[config.mk]
export PLATFORM = sky130hd
export DESIGN_NAME = tag_match_sequencer_flat
export DESIGN_NICKNAME = d
export VERILOG_FILES = /design/src/rtl/tag_match_sequencer_if.sv /design/src/rtl/tag_match_sequencer.sv /design/src/flat_wrapper.sv
export SDC_FILE = /design/constraint.sdc
export NUM_CORES = 1
export LEC_CHECK = 0
export ABC_CLOCK_PERIOD_IN_PS = 2100
export CAP_MARGIN = 40
export CORE_UTILIZATION = 50
export CTS_BUF_LIST = sky130_fd_sc_hd__clkbuf_4
export DETAILED_ROUTE_END_ITERATION = 12
export PLACE_DENSITY_LB_ADDON = 0.3
export SLEW_MARGIN = 20
export SYNTH_ARGS = -nofsm -noshare
export SYNTH_HDL_FRONTEND = slang
export SYNTH_SLANG_ARGS = --single-unit
[constraint.sdc]
create_clock -name clk -period 2.1 [get_ports clk]
set_input_delay 0.42 -clock clk [delete_from_list [all_inputs] [get_ports clk]]
set_output_delay 0.42 -clock clk [all_outputs]
set_load 0.02 [all_outputs]
[src/rtl/tag_match_sequencer_if.sv]
// Request/result bus between the cache controller and the tag-match sequencer.
//   master : cache controller  (drives request, receives ready/done/result)
//   slave  : tag_match_sequencer
// Signals:
//   req_valid / req_ready : request handshake, transfer when both high on clk edge
//   req_tag               : tag to look up
//   set_tags              : stored tags of the indexed set, way k at [k*TAG_W +: TAG_W]
//   set_valid             : per-way valid bits
//   done                  : one-cycle pulse, result valid
//   hit / hit_way         : lookup result, held until the next accept
interface tag_match_sequencer_if #(
  parameter int unsigned TAG_W = 8,
  parameter int unsigned WAYS  = 4
);
  localparam int unsigned WAY_W = $clog2(WAYS);

  logic                   req_valid;
  logic                   req_ready;
  logic [TAG_W-1:0]       req_tag;
  logic [WAYS*TAG_W-1:0]  set_tags;
  logic [WAYS-1:0]        set_valid;
  logic                   done;
  logic                   hit;
  logic [WAY_W-1:0]       hit_way;

  modport master (
    output req_valid, req_tag, set_tags, set_valid,
    input  req_ready, done, hit, hit_way
  );

  modport slave (
    input  req_valid, req_tag, set_tags, set_valid,
    output req_ready, done, hit, hit_way
  );
endinterface

[src/rtl/tag_match_sequencer.sv]
// Sequential tag-lookup controller for the set-associative cache.
// Scans the ways of one set through a single shared AND-reduction comparator,
// one way per cycle, and reports hit/miss plus the lowest matching valid way.
// Ports:
//   clk      : clock, all state updates on the rising edge
//   rst      : synchronous active-high reset
//   bus      : request/result interface (slave side)
//   cmp_word : comparator operand, ~(captured tag ^ tag of way idx); zero outside COMPARE
//   cmp_and  : comparator result (&cmp_word), returned combinationally
// Parameters: TAG_W >= 2 (tag and comparator width), WAYS power of two in 2..16.
module tag_match_sequencer #(
  parameter int unsigned TAG_W = 8,
  parameter int unsigned WAYS  = 4
) (
  input  logic                  clk,
  input  logic                  rst,
  tag_match_sequencer_if.slave  bus,
  output logic [TAG_W-1:0]      cmp_word,
  input  logic                  cmp_and
);

  localparam int unsigned WAY_W = $clog2(WAYS);

  typedef enum logic [1:0] {
    ST_IDLE    = 2'd0,
    ST_COMPARE = 2'd1,
    ST_DONE    = 2'd2
  } state_e;

  state_e           state_q, state_d;
  logic [WAY_W-1:0] idx_q, idx_d;
  logic [TAG_W-1:0] tag_q, tag_d;
  logic [TAG_W-1:0] tags_q [WAYS];
  logic [TAG_W-1:0] tags_d [WAYS];
  logic [WAYS-1:0]  valid_q, valid_d;

  logic             ready_d;
  logic             done_d;
  logic             hit_d;
  logic [WAY_W-1:0] hit_way_d;
  logic [TAG_W-1:0] cmp_word_d;

  logic             way_match_c;
  logic [WAY_W-1:0] idx_next_c;

  // A way only counts as a hit when its stored line is valid.
  assign way_match_c = cmp_and & valid_q[idx_q];
  assign idx_next_c  = idx_q + WAY_W'(1);

  // Next-state and next-output logic. Outputs are precomputed for the coming
  // cycle so every output leaves a flop; cmp_word therefore tracks idx_d.
  always_comb begin
    state_d    = state_q;
    idx_d      = idx_q;
    tag_d      = tag_q;
    tags_d     = tags_q;
    valid_d    = valid_q;
    hit_d      = bus.hit;
    hit_way_d  = bus.hit_way;
    ready_d    = 1'b0;
    done_d     = 1'b0;
    cmp_word_d = '0;

    unique case (state_q)
      ST_IDLE: begin
        if (bus.req_valid) begin
          tag_d   = bus.req_tag;
          valid_d = bus.set_valid;
          for (int unsigned k = 0; k < WAYS; k++) begin
            tags_d[k] = bus.set_tags[k*TAG_W +: TAG_W];
          end
          hit_d      = 1'b0;
          hit_way_d  = '0;
          idx_d      = '0;
          state_d    = ST_COMPARE;
          cmp_word_d = ~(bus.req_tag ^ bus.set_tags[TAG_W-1:0]);
        end else begin
          ready_d = 1'b1;
        end
      end

      ST_COMPARE: begin
        if (way_match_c) begin
          hit_d     = 1'b1;
          hit_way_d = idx_q;
          state_d   = ST_DONE;
          done_d    = 1'b1;
        end else if (idx_q == WAY_W'(WAYS - 1)) begin
          hit_d     = 1'b0;
          hit_way_d = '0;
          state_d   = ST_DONE;
          done_d    = 1'b1;
        end else begin
          idx_d      = idx_next_c;
          cmp_word_d = ~(tag_q ^ tags_q[idx_next_c]);
        end
      end

      ST_DONE: begin
        state_d = ST_IDLE;
        ready_d = 1'b1;
      end

      default: begin
        state_d = ST_IDLE;
        ready_d = 1'b1;
      end
    endcase
  end

  // State, captured request and registered outputs.
  always_ff @(posedge clk) begin
    if (rst) begin
      state_q       <= ST_IDLE;
      idx_q         <= '0;
      tag_q         <= '0;
      valid_q       <= '0;
      for (int unsigned k = 0; k < WAYS; k++) begin
        tags_q[k] <= '0;
      end
      bus.req_ready <= 1'b1;
      bus.done      <= 1'b0;
      bus.hit       <= 1'b0;
      bus.hit_way   <= '0;
      cmp_word      <= '0;
    end else begin
      state_q       <= state_d;
      idx_q         <= idx_d;
      tag_q         <= tag_d;
      valid_q       <= valid_d;
      tags_q        <= tags_d;
      bus.req_ready <= ready_d;
      bus.done      <= done_d;
      bus.hit       <= hit_d;
      bus.hit_way   <= hit_way_d;
      cmp_word      <= cmp_word_d;
    end
  end

endmodule

[src/flat_wrapper.sv]
// flat-port wrapper written by rule: the top's interface ports become plain ports
module tag_match_sequencer_flat 
#(
  parameter int unsigned TAG_W = 8,
  parameter int unsigned WAYS  = 4
)
  (clk, rst, cmp_word, cmp_and, bus_req_valid, bus_req_tag, bus_set_tags, bus_set_valid, bus_req_ready, bus_done, bus_hit, bus_hit_way);
  tag_match_sequencer_if #(.TAG_W(TAG_W), .WAYS(WAYS)) bus_i ();
  input  logic clk;
  input  logic rst;
  output logic [TAG_W-1:0] cmp_word;
  input  logic cmp_and;
  input wire logic [$bits(bus_i.req_valid)-1:0] bus_req_valid;
  input wire logic [$bits(bus_i.req_tag)-1:0] bus_req_tag;
  input wire logic [$bits(bus_i.set_tags)-1:0] bus_set_tags;
  input wire logic [$bits(bus_i.set_valid)-1:0] bus_set_valid;
  output wire logic [$bits(bus_i.req_ready)-1:0] bus_req_ready;
  output wire logic [$bits(bus_i.done)-1:0] bus_done;
  output wire logic [$bits(bus_i.hit)-1:0] bus_hit;
  output wire logic [$bits(bus_i.hit_way)-1:0] bus_hit_way;
  assign bus_i.req_valid = bus_req_valid;
  assign bus_i.req_tag = bus_req_tag;
  assign bus_i.set_tags = bus_set_tags;
  assign bus_i.set_valid = bus_set_valid;
  assign bus_req_ready = bus_i.req_ready;
  assign bus_done = bus_i.done;
  assign bus_hit = bus_i.hit;
  assign bus_hit_way = bus_i.hit_way;
  tag_match_sequencer #(.TAG_W(TAG_W), .WAYS(WAYS)) u_core (.clk(clk), .rst(rst), .bus(bus_i), .cmp_word(cmp_word), .cmp_and(cmp_and));
endmodule
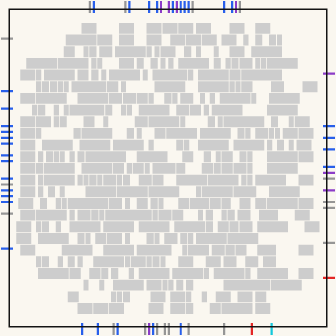
Figure 1: run 1, pin placement.
Pins as bars across the die edge, other pins in grey.
- red: `bus_hit_way` (pins 2; direction output; edge 1 south, 1 east)
- purple: `cmp_word` (pins 8; direction output; edge 4 north, 3 east, 1 south)
- blue: `bus_set_tags` (pins 32; direction input; edge 13 west, 10 north, 5 south, 4 east)
- cyan: `bus_hit` (pins 1; direction output; edge south)

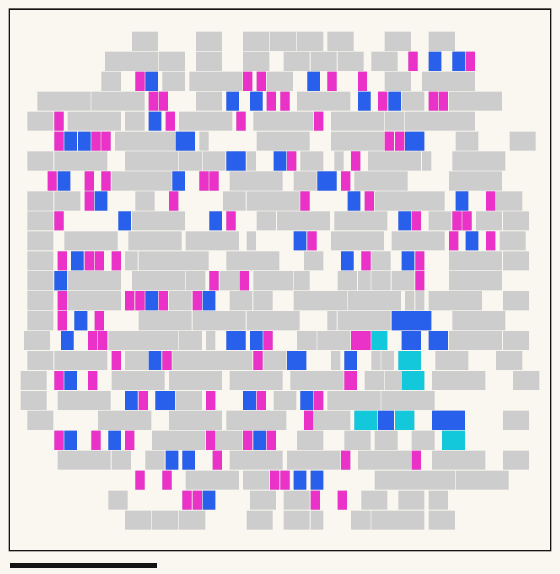
Figure 2: run 1, selected gate families.
Bar = 20 microns.
- blue: inverting AOI/OAI gates (cells 57; where widely spread)
- magenta: NAND gates (cells 92; where widely spread)
- cyan: AND and OR gates (cells 6; where south-east)

==> qor.csv, run 1 <==
metric;value;unit
GRT Util Overall;0.225;
R2R depth;5;
Final Hold Violation Tally;0;
Pleak;1.27;nW
CP Cell Sequence;ha_1 > mux4_1 > xnor2_1 > a22oi_1 > nor2_1;
Slew Viols, Final;0;
Setup WS pre-CTS;0.122;ns
Critical Path Sink;u_core.cmp_word[1]$_SDFF_PP0_;
clk_lat worst skew;0.39;ns
Post-Syn Nets;333;
synth warn;0;
initial DRC count;134;
reg2reg setup slack;0.15;ns
chip area;5420;sq um
Top area cell types;dfxtp_1 (48%), nand2_1 (13%), a21oi_1 (8.8%);
die y size;73.6;microns
worst r2r dst;u_core.cmp_word[1]$_SDFF_PP0_;
Post-CTS Hold Fix Bufs;0;
fraction of registers with async set or reset after synthesis;0;
first-pass GRT wire length;8.98;mm
status;completed;
Yosys Chip Area;2570;sq um
crit path from;u_core.idx_q[1]$_SDFFE_PP0P_;
Min-Delay Path Class;register to register;
reg-to-reg critical path startpoint;u_core.idx_q[1]$_SDFFE_PP0P_;
CP required;2.38;ns
ratio of final minimum period to clock period;0.928;
post-synth top area cell;dfxtp_1;
Yosys top cell area share;0.476;
EDFF count, synth;0;
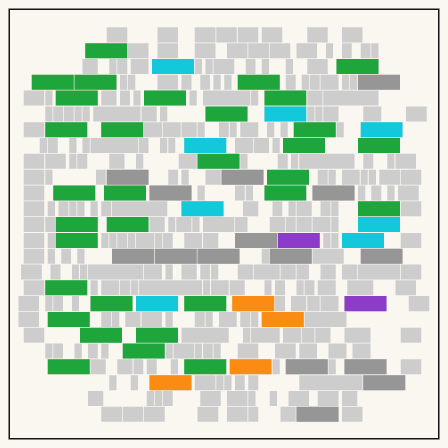
Figure 3: run 1, register map, names as in the netlist.
Other sequential cells in the stronger grey, the rest of the logic in the fainter grey.
- cyan: `u_core.cmp_word` (placed flops 8)
- purple: `u_core.state_q` (placed flops 2)
- orange: `u_core.valid_q` (placed flops 4; where south)
- green: `u_core.tags_q` (placed flops 32)
- not coloured: 15

## run 1: how the worst min path moves through the flow
stage,end,cells after the start,start,slack [ns]
floorplan,u_core.tags_q[0]$_SDFFE_PP0P_,2,u_core.tags_q[0]$_SDFFE_PP0P_,0.43
global placement,u_core.bus.hit$_SDFFE_PP0P_,1,u_core.bus.hit$_SDFFE_PP0P_,0.44
detailed placement,u_core.tags_q[18]$_SDFFE_PP0P_,2,u_core.tags_q[18]$_SDFFE_PP0P_,0.44
CTS,u_core.tags_q[18]$_SDFFE_PP0P_,2,u_core.tags_q[18]$_SDFFE_PP0P_,0.46
global route,u_core.tags_q[17]$_SDFFE_PP0P_,2,u_core.tags_q[17]$_SDFFE_PP0P_,0.48
finish,u_core.tags_q[18]$_SDFFE_PP0P_,2,u_core.tags_q[18]$_SDFFE_PP0P_,0.46
## run 1: state kept, by name, summed over array words and instances, names as in the netlist
| register | flops |
|---|---|
| u_core.tags_q | 32 |
| u_core.cmp_word | 8 |
| u_core.tag_q | 8 |
| u_core.valid_q | 4 |
| u_core.bus.hit_way | 2 |
| u_core.idx_q | 2 |
| u_core.state_q | 2 |
| u_core.bus.done | 1 |
| u_core.bus.hit | 1 |
| u_core.bus.req_ready | 1 |
## run 1: routing by layer
| metal | up-vias | wire (microns) | track usage | part of all wire |
|---|---|---|---|---|
| li1 | 1071 | - | - | - |
| met1 | 1004 | 2240 | 0.255 | 0.42 |
| met2 | 55 | 2750 | 0.382 | 0.51 |
| met3 | 10 | 258 | 0.0604 | 0.048 |
| met4 | 0 | 111 | 0.124 | 0.021 |
| met5 | - | 0 | 0 | 0 |
## run 1: critical path: cells and delay by family (launching register included)
kind / cells / cell delay [ns]
compound gates: 1 / 0.21
flops: 1 / 0.37
xor+xnor: 1 / 0.15
fa+ha+maj: 1 / 0.45
mux: 1 / 0.60
simple gates: 1 / 0.06
## run 1: cell type report
type                    count  area, sq um  area share
inverters                   1         3.75     0.00112
well taps                  67         83.8      0.0250
multi-input cells         201         1230       0.366
repair buffers             67          661       0.197
clock inverters             5         75.1      0.0224
clock buffers              11         82.6      0.0246
flip-flops and latches     61         1220       0.364
## run 1: per-stage QoR
stage	std cells	cell area, sq um	hold WS, ns	util
2_1_floorplan	284	2570	0.432	-
3_3_place_gp	397	3200	0.435	0.664
3_5_place_dp	397	3200	0.442	0.664
4_1_cts	413	3350	0.455	0.696
5_1_grt	413	3350	0.477	0.696
6_report	413	3350	0.456	0.696
## run 1: where the power goes
group	internal, mW	switching, mW
Sequential	1.23	0.0364
Combinational	0.247	0.220
Clock	0.505	0.406
## run 1: cell families (layout without fill, tap and decap cells)
kind of cell               count (synthesis)  after routing  synth area share
buffers and inverters                     22             84            0.0478
AOI/OAI and AO/OA                         61             61             0.145
DFF                                       61             61             0.476
and+or+nand+nor                          112            112             0.181
adders and majority gates                  1              1           0.00487
xor gates and xnor gates                  16             16            0.0546
muxes                                     11             11            0.0912
==> inputs of run 2 (changes only) <==
- ABC_CLOCK_PERIOD_IN_PS: 2100 -> 2350
- PLACE_DENSITY: default -> 0.86
- PLACE_DENSITY_LB_ADDON: 0.3 -> default
- SKIP_LAST_GASP: default -> 1
- clock period: 2.1 -> 2.35 ns (I/O delays scaled with it)
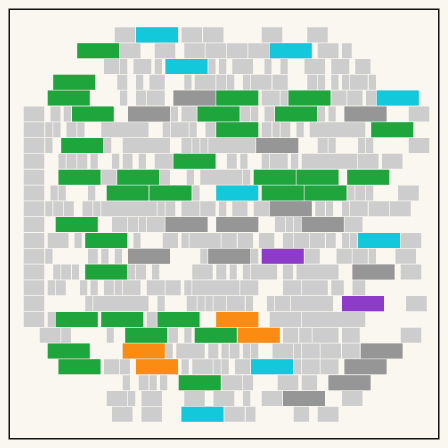
Figure 4: run 2, register map, names as in the netlist.
Other sequential cells in the stronger grey, the rest of the logic in the fainter grey.
- purple: `u_core.state_q` (placed flops 2)
- orange: `u_core.valid_q` (placed flops 4; where south)
- green: `u_core.tags_q` (placed flops 32)
- cyan: `u_core.cmp_word` (placed flops 8)
- not coloured: 15

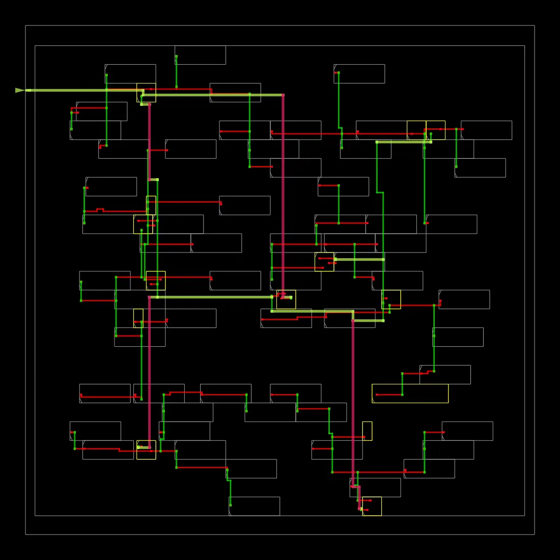
Figure 5: run 2, clock nets.
# clock sinks: 61
FF+latch count: 61

==> qor.csv, run 2 <==
metric;value;unit
status;completed;
critical path arrival;2.20;ns
CP Cell Sequence;ha_1 > mux4_1 > xnor2_1 > a22oi_1 > nor2_1;
die y size;73.6;microns
Yosys top cell area share;0.476;
synthesized area;2570;sq um
WL final;5.22;mm
Post-Syn Nets;333;
Pleak;1.25;nW
GRT Util Overall;0.223;
Post-DP HPWL;3.65;mm
Final Hold Violation Tally;0;
Yosys Chip Area;2570;sq um
post-synth top area cell;dfxtp_1;
EDFF count, synth;0;
total power;2.21;mW
top cells by count;nand2_1 (90), dfxtp_1 (61), a21oi_1 (45);
synth warn;0;
Vias/cell;5.16;
Top area cell types;dfxtp_1 (48%), nand2_1 (13%), a21oi_1 (8.8%);
first-pass GRT wire length;8.82;mm
Placer Congestion;0.781;
MI comb area;1230;sq um
ratio of final minimum period to clock period;0.816;
I/O pins;61;
normalized max-slew margin;0.696;
crit end category;register;
# port buffers;60;
post-route ant nets;0;
register area;1220;sq um
Largest regs;u_core.tags_q: 32 flops, u_core.cmp_word: 8 flops, u_core.tag_q: 8 flops;
PwrDens;665;nW/um^2
most common cell in the synthesized netlist;nand2_1;
Post-CTS Hold Fix Bufs;0;
initial DRC count;125;
Min-Delay Path Class;register to register;
Slew Viols, Final;0;
clk_lat worst skew;0.40;ns
Syn-to-layout area delta;29.6;%
Placed Area;3210;sq um
design area;3330;sq um
CP required;2.63;ns
Post-Synthesis Cells;284;
fraction of registers with async set or reset after synthesis;0;
chip area;5420;sq um
final tally of setup violations;0;
max reg flops;32;
Hold Worst Slack;0.454;ns
final core utilization;0.690;
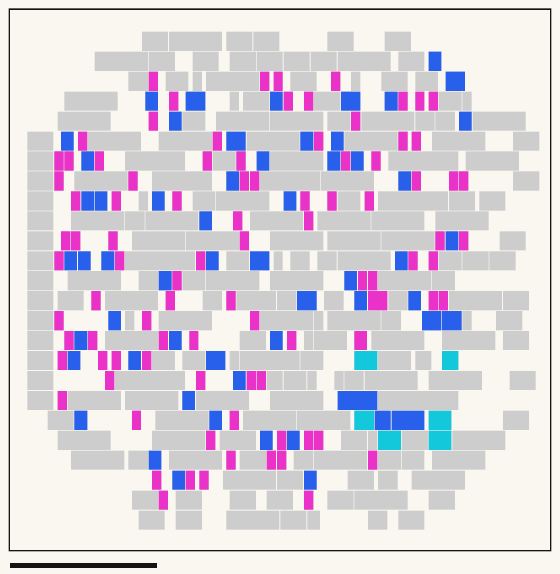
Figure 6: run 2, selected gate families.
Bar = 20 microns.
- cyan: AND and OR gates (cells 6; where south-east)
- blue: inverting AOI/OAI gates (cells 57)
- magenta: NAND gates (cells 92; where widely spread)

[run 2: netlist changes by cell type in the layout (fill, tap and decap cells not counted)]
| cell | change |
|---|---|
| clkinv_2 | -3 |
| clkbuf_4 | -1 |
| buf_4 | -1 |
| clkinv_1 | +3 |
| bufinv_16 | -1 |
| buf_12 | +1 |
[run 2: path summary, 6_finish.rpt]
| path | from | slack, ns | cells past startpoint | endpoint |
|---|---|---|---|---|
| worst min-delay path | u_core.tags_q[19]$_SDFFE_PP0P_ | 0.45 | 2 | u_core.tags_q[19]$_SDFFE_PP0P_ |
| worst min register to register | u_core.tags_q[19]$_SDFFE_PP0P_ | 0.45 | 2 | u_core.tags_q[19]$_SDFFE_PP0P_ |
| worst max-delay path | u_core.idx_q[1]$_SDFFE_PP0P_ | 0.43 | 5 | u_core.cmp_word[1]$_SDFF_PP0_ |
| worst max register to register | u_core.idx_q[1]$_SDFFE_PP0P_ | 0.43 | 5 | u_core.cmp_word[1]$_SDFF_PP0_ |
[run 2: through the flow]
stage / std cells / worst slack (ns)
floorplan: 284 / 0.497
global placement: 397 / 0.286
detailed placement: 397 / 0.248
CTS: 411 / 0.444
global route: 411 / 0.348
finish: 411 / 0.433
[run 2: metal layers]
layer / vias up / global-route usage / share of wire
met5: - / 0 / 0
met4: 0 / 0.150 / 0.017
met3: 8 / 0.0535 / 0.047
met2: 62 / 0.371 / 0.51
met1: 982 / 0.254 / 0.43
li1: 1067 / - / -
[run 2: cell families (layout without fill, tap and decap cells)]
group,Yosys count,in the layout,synth area share
multiplexers,11,11,0.0912
AND-OR/OR-AND,61,61,0.145
adder cells (fa/ha/maj),1,1,0.00487
buffers and inverters,22,82,0.0478
AND/OR/NAND/NOR,112,112,0.181
XOR/XNOR,16,16,0.0546
flip-flops,61,61,0.476
[run 2: power breakdown]
part | leakage (nW) | internal (mW) | switching, mW
combinational | 0.684 | 0.224 | 0.197
sequential | 0.501 | 1.10 | 0.0312
clock | 0.0648 | 0.315 | 0.345
total | 1.25 | 1.64 | 0.572
[run 2: final cells by class]
type / count / share of cell area
Multi-Input combinational cell: 201 / 0.369
Sequential cell: 61 / 0.367
Timing Repair Buffer: 67 / 0.202
Tap cell: 67 / 0.0252
Clock buffer: 10 / 0.0226
Clock inverter: 4 / 0.0124
Inverter: 1 / 0.00113
[run 2: worst max-delay path, delay by kind of cell (launching register included)]
family | cells | cell delay [ns]
fa+ha+maj | 1 | 0.45
compound gates | 1 | 0.18
mux | 1 | 0.60
flops | 1 | 0.36
simple gates | 1 | 0.08
xor+xnor | 1 | 0.14
Power and IR drop assume default switching activity.
